$ cat config.mk
export PLATFORM = sky130hd
export DESIGN_NAME = hw_8_3_encoder_queue
export DESIGN_NICKNAME = d
export VERILOG_FILES = /design/src/rtl/hw_enc_pkg.sv /design/src/rtl/hw_8_3_prio_enc.sv /design/src/rtl/hw_8_3_encoder_queue.sv
export SDC_FILE = /design/constraint.sdc
export NUM_CORES = 1
export LEC_CHECK = 0
export CORE_AREA = 3 3 42 52
export CTS_CLUSTER_DIAMETER = 200
export DETAILED_ROUTE_END_ITERATION = 8
export DIE_AREA = 0 0 45 55
export GPL_TIMING_DRIVEN = 0
export PLACE_DENSITY = 0.77
export SLEW_MARGIN = 20
export SYNTH_ARGS = -nofsm -noshare
export SYNTH_HDL_FRONTEND = slang
export SYNTH_HIERARCHICAL = 1
export SYNTH_SLANG_ARGS = --single-unit
$ cat constraint.sdc
create_clock -name clk -period 2.7 [get_ports clk]
set_clock_uncertainty 0.2 [all_clocks]
set_input_delay 0.54 -clock clk [delete_from_list [all_inputs] [get_ports clk]]
set_output_delay 0.54 -clock clk [all_outputs]
set_load 0.02 [all_outputs]
$ cat src/rtl/hw_enc_pkg.sv
// Shared types and sizing for the 8:3 encoder queue.
package hw_enc_pkg;

  localparam int unsigned N = 8;
  localparam int unsigned W = 3;

  typedef enum logic {EMPTY, FULL} enc_state_t;

  typedef logic [N-1:0] req_vec_t;

endpackage

$ cat src/rtl/hw_8_3_prio_enc.sv
// Combinational priority encoder: highest set request index wins.
module hw_8_3_prio_enc #(
  parameter int unsigned N = hw_enc_pkg::N,
  parameter int unsigned W = hw_enc_pkg::W
) (
  input  logic [N-1:0] req,
  output logic         any,
  output logic [W-1:0] sel
);

  // Ascending scan so the last (highest) set bit overrides lower ones.
  always_comb begin
    any = 1'b0;
    sel = '0;
    for (int unsigned i = 0; i < N; i++) begin
      if (req[i]) begin
        any = 1'b1;
        sel = W'(i);
      end
    end
  end

endmodule

$ cat src/rtl/hw_8_3_encoder_queue.sv
// Registered 8:3 priority encoder: per-line request capture into a pending
// register, issued one index at a time over a valid/ready handshake.
module hw_8_3_encoder_queue #(
  parameter int unsigned N = hw_enc_pkg::N,
  parameter int unsigned W = hw_enc_pkg::W
) (
  input  logic         clk,
  input  logic         rst_n,
  input  logic         EN,
  input  logic [N-1:0] d,
  output logic [W-1:0] q,
  output logic         valid,
  input  logic         ready,
  output logic [N-1:0] pending,
  output logic         ovf
);

  import hw_enc_pkg::*;

  enc_state_t   state_q, state_d;
  logic [N-1:0] pending_q, pending_d;
  logic [N-1:0] clr_mask;
  logic [W-1:0] q_q, q_d;
  logic         valid_q, valid_d;
  logic         ovf_q, ovf_d;
  logic         any;
  logic [W-1:0] sel;
  logic         load;

  hw_8_3_prio_enc #(
    .N (N),
    .W (W)
  ) u_prio_enc (
    .req (pending_q),
    .any (any),
    .sel (sel)
  );

  always_comb begin
    state_d = state_q;
    q_d     = q_q;
    valid_d = valid_q;
    load    = 1'b0;

    case (state_q)
      EMPTY: begin
        if (any) begin
          load    = 1'b1;
          q_d     = sel;
          valid_d = 1'b1;
          state_d = FULL;
        end
      end
      FULL: begin
        if (ready) begin
          if (any) begin
            load = 1'b1;
            q_d  = sel;
          end else begin
            valid_d = 1'b0;
            state_d = EMPTY;
          end
        end
      end
      default: begin
        valid_d = 1'b0;
        state_d = EMPTY;
      end
    endcase

    clr_mask = '0;
    if (load) begin
      clr_mask[sel] = 1'b1;
    end

    // Capture is applied after the load-clear so a same-edge request for the
    // index being issued survives as a fresh event rather than an overflow.
    pending_d = pending_q & ~clr_mask;
    ovf_d     = 1'b0;
    if (EN) begin
      pending_d = pending_d | d;
      ovf_d     = |(d & pending_q & ~clr_mask);
    end
  end

  always_ff @(posedge clk or negedge rst_n) begin
    if (!rst_n) begin
      state_q   <= EMPTY;
      pending_q <= '0;
      q_q       <= '0;
      valid_q   <= 1'b0;
      ovf_q     <= 1'b0;
    end else begin
      state_q   <= state_d;
      pending_q <= pending_d;
      q_q       <= q_d;
      valid_q   <= valid_d;
      ovf_q     <= ovf_d;
    end
  end

  assign q       = q_q;
  assign valid   = valid_q;
  assign pending = pending_q;
  assign ovf     = ovf_q;

endmodule

### Placement view

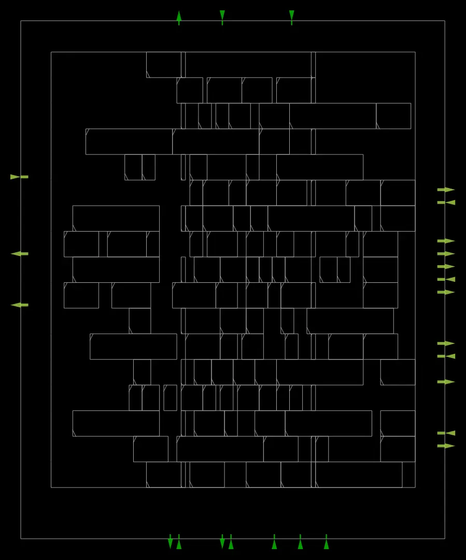
Core Area: 1790 µm²
# rows: 17
Flops: 14
Non-Filler Instances: 125
sequential cell area share: 34.7%

### Met2 routing

The bar under the picture is 10 µm long.
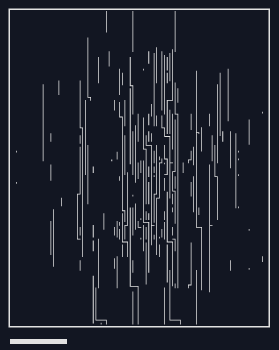
nets with wire on the layer: 109
wire length on this layer: 874 µm
share of all routed wire: 50%

### Supply network

Pins as bars on the die edge. Tap cells in grey.
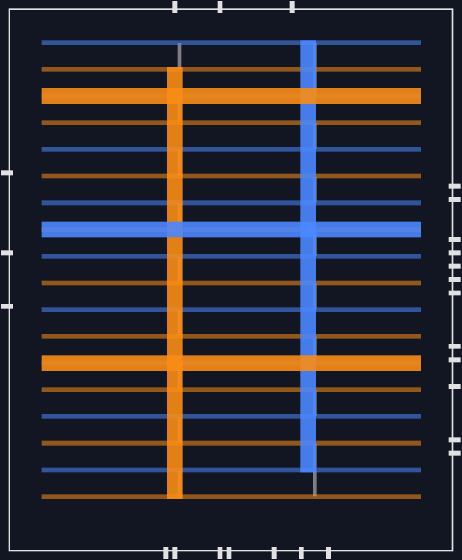
[blue] VDD
[orange] VSS
rows: 17
signal pins: 25
met4 straps: 2
tap cells: 19
met1 rails: 18

### Clock wires, drivers and flops

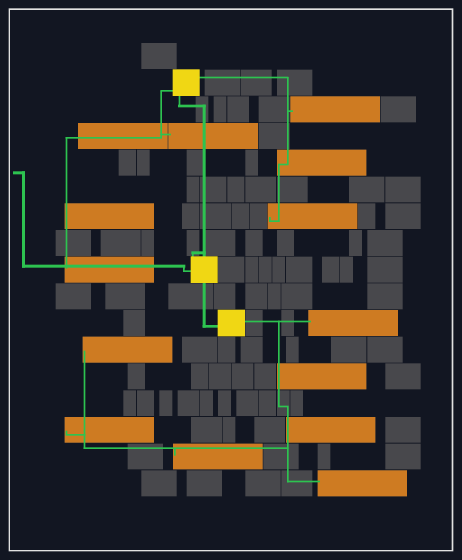
[green] clock wires | length: 181 µm
[yellow] cells driving clock nets | count: 3
[orange] flip-flops | count: 14
routed clock nets: 4

==> out/qor.csv <==
stage;metric;value;unit
outcome;status;finished clean;
worst_setup_path;crit_buf_inv;1;
synth;netlist_area;733;µm²
detailed_routing;drc;0;
synth;syn_avg_cell_area;9.17;µm²
global_route;grt_first_pass_wirelength;2940;µm
global_route;grt_use_met2;27.6;%
global_route;grt.met1_usage;19.9;%
power;vdd_drop_max;0.372;mV
final_timing;fmaxAchievable;0.428;GHz
synth;synth_area_leader_cell;dfrtp_1;
final_timing;worst_slack;0.362;ns
job;warnings;26;
floorplanning;die_w;45;µm
synth;synth_nets;92;
final_timing;finalSetupTns;0;ns
place;pre_cts_ws;0.383;ns
cts;clockBufferDepth;2;
synth;async_flop_share;100;%
hold_path;hold_path_class;flip-flop to flip-flop;
synth;syn-instance-count;80;
final_timing;setup_viol;0;
synth;edf_count;0;
final_timing;hold_viol_final;0;
global_route;grt_most_used_layer;met2;
cts;h-tree-depth;1;
final_layout;nNetsFinal;120;
synth;yosys_cells;80;
worst_setup_path;path_delay_family;AND-OR/OR-AND gates;
cts;cts_hold_buf;0;
cts;postCtsSetupBuffers;0;
place;dp_hpwl;1350;µm
worst_setup_path;critPathRequiredTime;2.64;ns
final_timing;finalCriticalPeriod;2.34;ns
## cells in the final DEF, fill, tap and decap left out
cell | Yosys | layout
dfrtp_1 | 14 | 14
clkinv_1 | 1 | 1
clkdlybuf4s50_1 | 0 | 23
nand4_1 | 1 | 1
buf_2 | 2 | 2
and3b_1 | 2 | 2
nand2_1 | 12 | 12
o21ai_0 | 3 | 3
nand3_1 | 7 | 7
a22o_1 | 7 | 7
clkbuf_1 | 1 | 1
a21oi_1 | 4 | 4
inv_1 | 4 | 4
a32oi_1 | 1 | 1
nor3b_2 | 1 | 1
o31ai_1 | 2 | 2
a41oi_1 | 1 | 1
nand2b_1 | 2 | 2
nor2_1 | 5 | 5
and2_1 | 1 | 1
a31oi_1 | 4 | 4
nor4_1 | 1 | 1
and3_1 | 1 | 1
o211ai_1 | 1 | 1
mux2_2 | 2 | 2
clkbuf_4 | 0 | 3
## layer usage
layer,wire (µm),part of all wire [%]
met4,51,2.9
met1,722,41
met5,0,0
met2,873,50
met3,109,6.2
## sequential cells by signal, indices dropped and copies added (netlist names)
register  cells
ovf           1
pending       8
q             3
state_q       1
valid         1
## power by group
part,internal [mW],switching (mW)
Combinational,0.150,0.155
Sequential,0.247,0.0444
Clock,0.0517,0.0644
## logic make-up (layout without fill, tap and decap cells)
| logic type | count (synthesis) | in the layout | share of synthesized area [%] |
|---|---|---|---|
| AOI/OAI and AO/OA | 23 | 23 | 22.0 |
| buffers and inverters | 8 | 34 | 4.44 |
| DFF | 14 | 14 | 47.8 |
| muxes | 2 | 2 | 3.07 |
| and+or+nand+nor | 33 | 33 | 22.7 |
## path summary, 6_finish.rpt
check,start,end,slack (ns),cells past startpoint
max,pending[2],ovf,0.36,7
min,state_q,valid,0.28,1
max reg2reg,pending[2],ovf,0.36,7
min reg2reg,state_q,valid,0.28,1
max in group asynchronous,rst_n,pending[3],1.45,1
min in group asynchronous,rst_n,pending[4],0.45,1
## final cells by class
cell class / count / area, µm² / area share, %
inverter: 5 / 18.8 / 1.86
buffer: 3 / 13.8 / 1.36
clock buffer: 3 / 22.5 / 2.23
sequential: 14 / 350 / 34.7
tap: 19 / 23.8 / 2.35
multi-input combinational: 58 / 350 / 34.7
timing repair buffer: 23 / 230 / 22.8
## worst register-to-register path: stages, from the launching register on
cell and delay, ns:
dfrtp_1 0.44, clkinv_1 0.06, a21oi_1 0.05, o31ai_1 0.58, and3_1 0.27, a31oi_1 0.09
nor4_1 0.35, a41oi_1 0.16
Power figures rest on the tool's default switching activity, not on a simulated workload.
